## src/rtl/seg7_scan_if.sv

```systemverilog
// Bundle of the BCD digit inputs, adjust controls and display drive lines
// shared between the stopwatch side and the 4-digit scanning display.
interface seg7_scan_if;
  logic [3:0] min1;
  logic [3:0] min0;
  logic [3:0] sec1;
  logic [3:0] sec0;
  logic [1:0] adjust;
  logic       select;
  logic [3:0] an;
  logic [6:0] seg;
  logic       dp;

  modport master (
    output min1, min0, sec1, sec0, adjust, select,
    input  an, seg, dp
  );

  modport slave (
    input  min1, min0, sec1, sec0, adjust, select,
    output an, seg, dp
  );
endinterface

```

## src/rtl/seg7_scan_display.sv

```systemverilog
// Time-multiplexed common-anode 4-digit 7-segment driver. Digits are
// snapshotted once per scan frame so a frame never mixes two counts, and
// the digit pair being adjusted blinks while adjust mode is active.
module seg7_scan_display #(
  parameter int REFRESH_DIV = 100000,
  parameter int BLINK_DIV   = 25000000
) (
  input  logic       clk,
  input  logic       reset,
  seg7_scan_if.slave bus
);
  localparam int RW = (REFRESH_DIV > 2) ? $clog2(REFRESH_DIV) : 1;
  localparam int BW = (BLINK_DIV > 2) ? $clog2(BLINK_DIV) : 1;

  logic [RW-1:0]   ref_cnt;
  logic [1:0]      idx;
  logic [BW-1:0]   blink_cnt;
  logic            blink_ph;
  logic [3:0][3:0] snap;       // [0]=sec0 [1]=sec1 [2]=min0 [3]=min1
  logic            snap_valid;
  logic [3:0]      an_q, an_d;
  logic [6:0]      seg_q, seg_d;
  logic            dp_q, dp_d;

  logic ref_wrap, blink_wrap, adj_mode, in_sel_pair;

  assign ref_wrap    = (ref_cnt == RW'(REFRESH_DIV - 1));
  assign blink_wrap  = (blink_cnt == BW'(BLINK_DIV - 1));
  assign adj_mode    = |bus.adjust;
  // select=0 blinks minutes (idx 2,3); select=1 blinks seconds (idx 0,1)
  assign in_sel_pair = bus.select ? ~idx[1] : idx[1];

  function automatic logic [6:0] decode(input logic [3:0] d);
    case (d)
      4'd0:    decode = 7'b1000000;
      4'd1:    decode = 7'b1111001;
      4'd2:    decode = 7'b0100100;
      4'd3:    decode = 7'b0110000;
      4'd4:    decode = 7'b0011001;
      4'd5:    decode = 7'b0010010;
      4'd6:    decode = 7'b0000010;
      4'd7:    decode = 7'b1111000;
      4'd8:    decode = 7'b0000000;
      4'd9:    decode = 7'b0010000;
      default: decode = 7'b0111111;  // non-BCD shows a dash
    endcase
  endfunction

  // Refresh divider and digit index
  always_ff @(posedge clk or posedge reset) begin
    if (reset) begin
      ref_cnt <= '0;
      idx     <= '0;
    end else begin
      ref_cnt <= ref_wrap ? '0 : ref_cnt + RW'(1);
      if (ref_wrap) idx <= idx + 2'd1;
    end
  end

  // Snapshot on the first edge after reset and at every frame boundary
  always_ff @(posedge clk or posedge reset) begin
    if (reset) begin
      snap       <= '0;
      snap_valid <= 1'b0;
    end else begin
      snap_valid <= 1'b1;
      if (!snap_valid || (ref_wrap && idx == 2'd3))
        snap <= {bus.min1, bus.min0, bus.sec1, bus.sec0};
    end
  end

  // Blink timer runs only in adjust mode so each entry starts visible
  always_ff @(posedge clk or posedge reset) begin
    if (reset) begin
      blink_cnt <= '0;
      blink_ph  <= 1'b1;
    end else if (adj_mode) begin
      blink_cnt <= blink_wrap ? '0 : blink_cnt + BW'(1);
      if (blink_wrap) blink_ph <= ~blink_ph;
    end else begin
      blink_cnt <= '0;
      blink_ph  <= 1'b1;
    end
  end

  // Next display drive: dark until a snapshot exists or while blanked
  always_comb begin
    an_d  = 4'b1111;
    seg_d = 7'b1111111;
    dp_d  = 1'b1;
    if (snap_valid && !(adj_mode && !blink_ph && in_sel_pair)) begin
      an_d  = ~(4'b0001 << idx);
      seg_d = decode(snap[idx]);
      dp_d  = (idx != 2'd2);
    end
  end

  // Registered outputs keep inputs off any combinational output path
  always_ff @(posedge clk or posedge reset) begin
    if (reset) begin
      an_q  <= 4'b1111;
      seg_q <= 7'b1111111;
      dp_q  <= 1'b1;
    end else begin
      an_q  <= an_d;
      seg_q <= seg_d;
      dp_q  <= dp_d;
    end
  end

  assign bus.an  = an_q;
  assign bus.seg = seg_q;
  assign bus.dp  = dp_q;
endmodule
```

## src/flat_wrapper.sv

```systemverilog
// flat-port wrapper written by rule: the top's interface ports become plain ports
module seg7_scan_display_flat 
#(
  parameter int REFRESH_DIV = 100000,
  parameter int BLINK_DIV   = 25000000
)
  (clk, reset, bus_min1, bus_min0, bus_sec1, bus_sec0, bus_adjust, bus_select, bus_an, bus_seg, bus_dp);
  seg7_scan_if bus_i ();
  input  logic clk;
  input  logic reset;
  input wire logic [$bits(bus_i.min1)-1:0] bus_min1;
  input wire logic [$bits(bus_i.min0)-1:0] bus_min0;
  input wire logic [$bits(bus_i.sec1)-1:0] bus_sec1;
  input wire logic [$bits(bus_i.sec0)-1:0] bus_sec0;
  input wire logic [$bits(bus_i.adjust)-1:0] bus_adjust;
  input wire logic [$bits(bus_i.select)-1:0] bus_select;
  output wire logic [$bits(bus_i.an)-1:0] bus_an;
  output wire logic [$bits(bus_i.seg)-1:0] bus_seg;
  output wire logic [$bits(bus_i.dp)-1:0] bus_dp;
  assign bus_i.min1 = bus_min1;
  assign bus_i.min0 = bus_min0;
  assign bus_i.sec1 = bus_sec1;
  assign bus_i.sec0 = bus_sec0;
  assign bus_i.adjust = bus_adjust;
  assign bus_i.select = bus_select;
  assign bus_an = bus_i.an;
  assign bus_seg = bus_i.seg;
  assign bus_dp = bus_i.dp;
  seg7_scan_display #(.REFRESH_DIV(REFRESH_DIV), .BLINK_DIV(BLINK_DIV)) u_core (.clk(clk), .reset(reset), .bus(bus_i));
endmodule
```

## config.mk

```make
export PLATFORM = sky130hd
export DESIGN_NAME = seg7_scan_display_flat
export DESIGN_NICKNAME = d
export VERILOG_FILES = /design/src/rtl/seg7_scan_if.sv /design/src/rtl/seg7_scan_display.sv /design/src/flat_wrapper.sv
export SDC_FILE = /design/constraint.sdc
export NUM_CORES = 1
export LEC_CHECK = 0
export CAP_MARGIN = 20
export CORE_MARGIN = 4
export CORE_UTILIZATION = 40
export CTS_CLUSTER_DIAMETER = 80
export CTS_CLUSTER_SIZE = 16
export DETAILED_ROUTE_END_ITERATION = 8
export PLACE_DENSITY = 0.57
export SYNTH_ARGS = -nofsm -noshare
export SYNTH_HDL_FRONTEND = slang
export SYNTH_SLANG_ARGS = --single-unit
```

## constraint.sdc

```tcl
create_clock -name clk -period 7.15 [get_ports clk]
set_clock_uncertainty 0.2 [all_clocks]
set_input_delay 1.0725 -clock clk [delete_from_list [all_inputs] [get_ports clk]]
set_output_delay 1.0725 -clock clk [all_outputs]
set_load 0.05 [all_outputs]
```

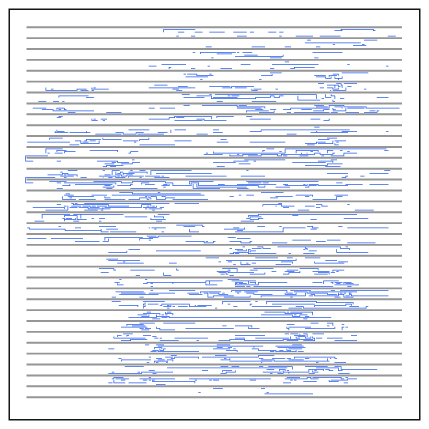
Fig. 1. M1 wires (run 1).
Scale: 4 px per um. Supply wires on this layer in grey.
share of all routed wire = 48%
main direction = horizontal
total wire length: 6740 um
met1 Use GR: 19.2%
routed vias: 2428

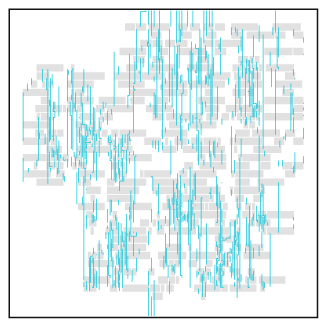
Fig. 2. Signal wires on met2 (run 1).
Scale: 3 px per um. Cells faint in the background.
longest straight run = 43.5 um
nets with wire on the layer = 319
share of all routed wire = 47%
GR Util met2: 21.5%

==> flow_metrics.env, run 1 <==
# implementation run metrics
export IMPL_status="complete, no violations"
export IMPL_synthSimpleGateAreaFrac_pct=18.5
export IMPL_grt_setup_unrepaired="no"
export IMPL_ys_types=38
export IMPL_cp_slowest_stage_delay_ns=0.80
export IMPL_warning_count=33
export IMPL_worstPathRequired_ns=5.88
export IMPL_power_total_mw=0.957
export IMPL_drive_above_1_share_pct=15.6
export IMPL_largest_reg_flops=25
export IMPL_worst_pin_slew_ns=0.968
export IMPL_antenna_found_initial=0
export IMPL_hold_start="u_core.ref_cnt[0]"
export IMPL_ys_sh_mux_pct=9.09
export IMPL_crit_path_start="u_core.bus.an[2]"
export IMPL_fill_cells=816
export IMPL_grt_usage_pct=14.1
export IMPL_swShare_pct=23.3
export IMPL_syn_inst=321
export IMPL_firstDrtPassIters=4
export IMPL_leakage_nw=1.73
export IMPL_hold_viol=0
export IMPL_startpoint_type="flop"
export IMPL_core_area_mm2=0.00868
export IMPL_htree_levels=3
export IMPL_io_pins=33
export IMPL_dpl_hpwl_um=4630
export IMPL_r2r_end="u_core.idx[1]"
export IMPL_io_buffers=32
export IMPL_initial_core_util_pct=40.9
export IMPL_ff_type="dfrtp_1"
export IMPL_ff2ff_setup_slack_ns=4.56
export IMPL_ys_seq_share_pct=51.8
export IMPL_finalClockPeriodUsage_pct=41.2
export IMPL_grt_max_degree=74
export IMPL_clockRootBuffer="clkbuf_8"
export IMPL_cp_endpoint="bus_an[2]"
export IMPL_crit_family="buffers and inverters"
export IMPL_post_cts_resized=0
export IMPL_die_w_um=102
export IMPL_adder_share_pct=3.87
export IMPL_power_density_mw_per_mm2=227
export IMPL_post_cts_buffers=0
export IMPL_critPathCaptureType="output port"
export IMPL_grt_pass1_vias=2309
export IMPL_synth_largest_area_cell="dfrtp_1"
export IMPL_syn_num_nets=353
export IMPL_max_cap_violations=0
export IMPL_n_antenna_cell=0
export IMPL_hp_class="reg2reg"
export IMPL_finalWeightedCongestion=0.789
export IMPL_chipArea_mm2=0.0105
export IMPL_die_h_um=102
export IMPL_clk_path_buf_depth=2
export IMPL_finalCriticalPeriod_ns=2.95
export IMPL_clk_pin_slew_ns=0.08
export IMPL_max_flop_register="u_core.blink_cnt"
export IMPL_numSynthFlops=73
export IMPL_ys_warn_count=0
export IMPL_xor_share_pct=7.15
export IMPL_edf_count=0
export IMPL_top_cell="dfrtp_1"
export IMPL_cts_buffers=9
export IMPL_slew_headroom_pct=35.5
export IMPL_critPathKind="reg2out"
export IMPL_grt_ovfl_total=0
export IMPL_avgViaCountPerCell=5.21
export IMPL_area_leaders="dfrtp_1, dfstp_2, mux2_2"
export IMPL_worstSetupPathDepth=1
export IMPL_grt_pass1_wl_um=11400
export IMPL_ys_cells=321
export IMPL_synthTopLogicFamily="simple AND/OR/NAND/NOR gates"
export IMPL_internal_power_mw=0.734
export IMPL_crit_buf_inv=1
export IMPL_first_iter_violations=50
export IMPL_finalWorstSetupSlack_ns=4.20
export IMPL_hold_path_end="u_core.ref_cnt[0]"
export IMPL_row_count=34
export IMPL_worstPathArrival_ns=1.68
export IMPL_cp_slowest_cell="clkdlybuf4s50_1"
export IMPL_clk_latency_ns=0.35
export IMPL_p_switching_mw=0.223
export IMPL_setup_violations_final=0
export IMPL_routedWlPerCell_um=14.5
export IMPL_reg_top3="u_core.blink_cnt: 25 flops, u_core.ref_cnt: 17 flops, u_core.snap: 16 flops"
export IMPL_compound_area_share_pct=5.95
export IMPL_reg2reg_depth=4
export IMPL_seq_power_share_pct=47.5
export IMPL_clock_fmax_mhz=339
export IMPL_netlist_area_mm2=0.00355
export IMPL_yosysChipArea_mm2=0.00355
export IMPL_tns_ns=0
export IMPL_top_cells_by_count="dfrtp_1, nor2_1, nand2_1"
export IMPL_drc=0
export IMPL_comb_power_share_pct=10.7
export IMPL_timing_hold_ws_ns=0.261
export IMPL_r2r_start="u_core.ref_cnt[5]"
export IMPL_num_nets_final=385
export IMPL_postRouteAntennaNets=0
export IMPL_clock_power_share_pct=41.8
export IMPL_critPathMaxFanout=2
export IMPL_holdPathStages=1
export IMPL_place_ws_ns=4.42
export IMPL_slew_violations=0
export IMPL_holdBufCountCts=0
export IMPL_ir_drop_mv=0.0980
export IMPL_path_cells="clkdlybuf4s50_1"
export IMPL_cts_tree="done"
export IMPL_syn_avg_cell_area_um2=11.1
export IMPL_yosys_area_top_type_share_pct=43.0
export IMPL_clock_sinks=73
export IMPL_syn2layout_area_growth_pct=18.5
export IMPL_ys_async_sr_fraction_pct=100
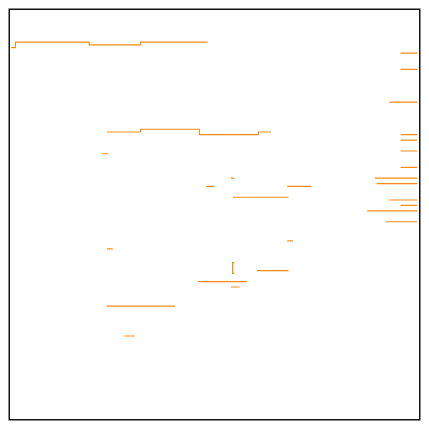
Fig. 3. Metal 3 (run 1).
Scale: 4 px per um.
share of all routed wire = 3.6%
longest straight run = 18.4 um
main direction = horizontal
wire length on this layer = 244 um
GR met3 Demand/Resource: 4.16%

[run 1: area by class of cell]
| class | instances | area (um2) | share of cell area, % |
|---|---|---|---|
| sequential | 73 | 1840 | 43.8 |
| multi-input combinational | 222 | 1590 | 37.7 |
| timing repair buffer | 34 | 343 | 8.15 |
| clock buffer | 11 | 151 | 3.60 |
| tap | 108 | 135 | 3.21 |
| clock inverter | 5 | 101 | 2.41 |
| inverter | 13 | 48.8 | 1.16 |
[run 1: metrics by stage]
step / cells / area [um2] / util (%)
after floorplan: 321 / 3550 / -
after global placement: 449 / 3940 / 45.4
after detailed placement: 449 / 3940 / 45.4
after CTS: 465 / 4190 / 48.3
after global routing: 466 / 4210 / 48.5
final: 466 / 4210 / 48.5
[run 1: power groups by stage]
| stage | Clock, mW | Combinational [mW] | Sequential (mW) |
|---|---|---|---|
| after floorplan | 0 | 0.0545 | 0.475 |
| after global placement | 0 | 0.102 | 0.461 |
| after detailed placement | 0 | 0.103 | 0.462 |
| after CTS | 0.415 | 0.103 | 0.454 |
| after global routing | 0.429 | 0.113 | 0.456 |
| final | 0.400 | 0.103 | 0.454 |
[run 1: placed cells by master, fill, tap and decap left out, types with 13 or more instances in the layout]
cell type | netlist | final
clkdlybuf4s50_1 | 0 | 32
dfrtp_1 | 61 | 61
mux2_2 | 18 | 18
nand2_1 | 22 | 22
nand4_1 | 14 | 14
nor2_1 | 31 | 31
xnor2_1 | 13 | 13
xor2_1 | 16 | 16
[run 1: metal layers]
layer	global-route usage, %	vias to the layer above	share of wire, %
met3	4.16	12	3.6
met1	19.2	1181	48
met2	21.5	32	47
met4	4.84	0	1.6
met5	0	-	0
li1	-	1203	-
Fig. 4: run 1, cell placement
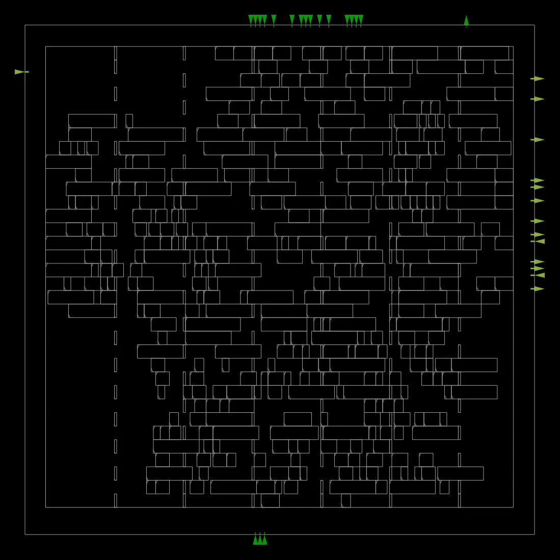

--- run 2 (diff from run 1) ---
==> constraint.sdc (replaced) <==
create_clock -name clk -period 3.1 [get_ports clk]
set_clock_uncertainty 0.2 [all_clocks]
set_input_delay 0.465 -clock clk [delete_from_list [all_inputs] [get_ports clk]]
set_output_delay 0.465 -clock clk [all_outputs]
set_load 0.05 [all_outputs]
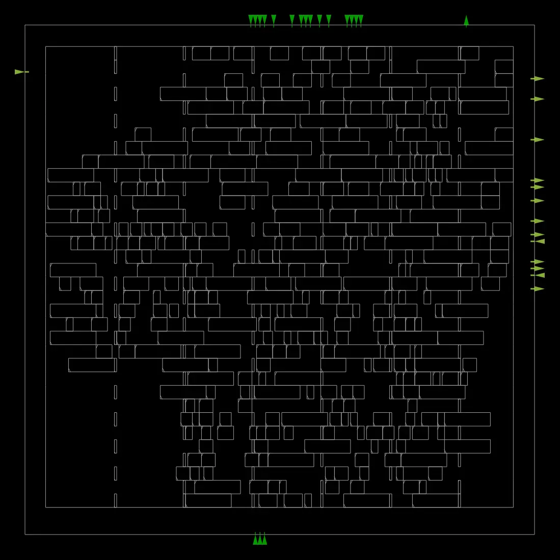
Fig. 5. Cell placement (run 2).
Flops: 73
Seq/total area: 43.7%
Final Core Density: 48.5%
tap cells: 108
core area: 0.00868 mm2

==> flow_metrics.env, run 2 <==
# implementation run metrics
export IMPL_htree_levels=3
export IMPL_holdBufCountCts=0
export IMPL_wl_met1_um=3270
export IMPL_syn2layout_area_growth_pct=18.6
export IMPL_met3_wirelength_um=319
export IMPL_grt_busiest_layer="met2"
export IMPL_largest_reg_flops=25
export IMPL_tns_ns=0
export IMPL_ys_seq_share_pct=51.8
export IMPL_yosysChipArea_mm2=0.00355
export IMPL_lay_top_cells="dfrtp_1, clkdlybuf4s50_1, nor2_1, nand2_1, mux2_2"
export IMPL_highest_layer="met4"
export IMPL_grt_pass1_vias=2376
export IMPL_avgViaCountPerCell=5.26
export IMPL_grt_use_met1_pct=19.6
export IMPL_finalClockPeriodUsage_pct=75.2
export IMPL_reg_top3="u_core.blink_cnt: 25 flops, u_core.ref_cnt: 17 flops, u_core.snap: 16 flops"
export IMPL_hp_class="in2async"
export IMPL_netlist_area_mm2=0.00355
export IMPL_area_leaders="dfrtp_1, dfstp_2, mux2_2"
export IMPL_drive_above_1_share_pct=16.9
export IMPL_clk_latency_ns=0.34
export IMPL_chipArea_mm2=0.0105
export IMPL_grt_max_degree=42
export IMPL_grt_usage_pct=14.4
export IMPL_finalWorstSetupSlack_ns=0.769
export IMPL_drc=0
export IMPL_io_pins=33
export IMPL_grt_setup_unrepaired="no"
export IMPL_ir_drop_mv=0.277
export IMPL_io_buffers=32
export IMPL_edf_count=0
export IMPL_warning_count=33
export IMPL_final_common_cell="dfrtp_1"
export IMPL_top_cell="dfrtp_1"
export IMPL_finalWirelength_um=6790
export IMPL_die_w_um=102
export IMPL_yosys_area_top_type_share_pct=43.0
export IMPL_ff_type="dfrtp_1"
export IMPL_postRouteAntennaNets=0
export IMPL_leakage_nw=1.74
export IMPL_n_antenna_cell=0
export IMPL_worstPathArrival_ns=1.67
export IMPL_dpl_hpwl_um=4840
export IMPL_clk_pin_slew_ns=0.08
export IMPL_crit_buf_inv=1
export IMPL_cp_slowest_stage_delay_ns=0.79
export IMPL_power_density_mw_per_mm2=501
export IMPL_slew_headroom_pct=63.0
export IMPL_critPathCaptureType="output port"
export IMPL_worstPathRequired_ns=2.43
export IMPL_path_cells="clkdlybuf4s50_1"
export IMPL_startpoint_type="flop"
export IMPL_finalCriticalPeriod_ns=2.33
export IMPL_cts_buffers=9
export IMPL_row_count=34
export IMPL_max_cap_violations=0
export IMPL_place_ws_ns=0.854
export IMPL_ys_async_sr_fraction_pct=100
export IMPL_syn_inst=321
export IMPL_hold_viol=0
export IMPL_post_cts_buffers=0
export IMPL_status="complete, no violations"
export IMPL_syn_num_nets=353
export IMPL_synth_largest_area_cell="dfrtp_1"
export IMPL_vias=2470
export IMPL_first_iter_violations=82
export IMPL_routedWlPerCell_um=14.4
export IMPL_crit_family="buffers and inverters"
export IMPL_ys_types=38
export IMPL_clockRootBuffer="clkbuf_8"
export IMPL_finalWeightedCongestion=0.761
export IMPL_grt_pass1_wl_um=11600
export IMPL_firstDrtPassIters=4
export IMPL_grt_use_met3_pct=4.71
export IMPL_wl_met2_um=3130
export IMPL_setup_violations_final=0
export IMPL_numSynthFlops=73
export IMPL_max_flop_register="u_core.blink_cnt"
export IMPL_cp_slowest_cell="clkdlybuf4s50_1"
export IMPL_clock_fmax_mhz=429
export IMPL_ys_cells=321
export IMPL_clock_sinks=73
export IMPL_met2_usage_pct=22.4
export IMPL_clk_path_buf_depth=2
export IMPL_critPathMaxFanout=2
export IMPL_num_nets_final=389
export IMPL_worst_pin_slew_ns=0.554
export IMPL_die_h_um=102
export IMPL_cts_tree="done"
export IMPL_syn_avg_cell_area_um2=11.1
export IMPL_grt_ovfl_total=0
export IMPL_critPathKind="reg2out"
export IMPL_timing_hold_ws_ns=0.152
export IMPL_slew_violations=0
export IMPL_post_cts_resized=0
export IMPL_ys_warn_count=0
export IMPL_antenna_found_initial=0
export IMPL_top_cells_by_count="dfrtp_1, nor2_1, nand2_1"
export IMPL_initial_core_util_pct=40.9
[run 2: report_power, final]
| part | internal (mW) | switching (mW) |
|---|---|---|
| Clock | 0.463 | 0.364 |
| Sequential | 1.01 | 0.0369 |
| Combinational | 0.108 | 0.130 |
| Total | 1.58 | 0.531 |
[run 2: worst paths after layout]
kind                                    from                    to  slack (ns)  cells past startpoint
min in group clk           u_core.ref_cnt[0]     u_core.ref_cnt[0]        0.25                      1
min                                    reset  u_core.blink_cnt[17]        0.15                      2
min reg2reg                u_core.ref_cnt[0]     u_core.ref_cnt[0]        0.25                      1
max                         u_core.bus.an[2]             bus_an[2]        0.77                      1
max in group asynchronous              reset     u_core.bus.seg[0]        1.71                      3
max reg2reg                    u_core.idx[0]     u_core.bus.seg[4]        0.87                      7
[run 2: stage by stage]
stage | std cells | cell area (um2) | power (mW) | utilization, %
2_1_floorplan | 321 | 3550 | 1.22 | -
3_5_place_dp | 454 | 3980 | 1.31 | 45.8
5_1_grt | 470 | 4210 | 2.21 | 48.5
3_3_place_gp | 454 | 3980 | 1.30 | 45.8
4_1_cts | 470 | 4210 | 2.15 | 48.5
6_report | 470 | 4210 | 2.11 | 48.5
[run 2: layout make-up]
| class | instances | area, um2 |
|---|---|---|
| clock buffers | 13 | 213 |
| fillers | 817 | 4470 |
| multi-input cells | 222 | 1590 |
| well taps | 108 | 135 |
| repair buffers | 38 | 365 |
| clock inverters | 3 | 21.3 |
| inverters | 13 | 48.8 |
| flip-flops and latches | 73 | 1840 |
[run 2: cell families after synthesis]
logic type	synth area share [%]
AND-OR/OR-AND	5.95
XOR/XNOR	7.15
adder cells (fa/ha/maj)	3.87
buffers and inverters	3.45
flip-flops	51.8
multiplexers	9.09
other	0.106
AND/OR/NAND/NOR	18.5
Power and IR drop assume default switching activity.
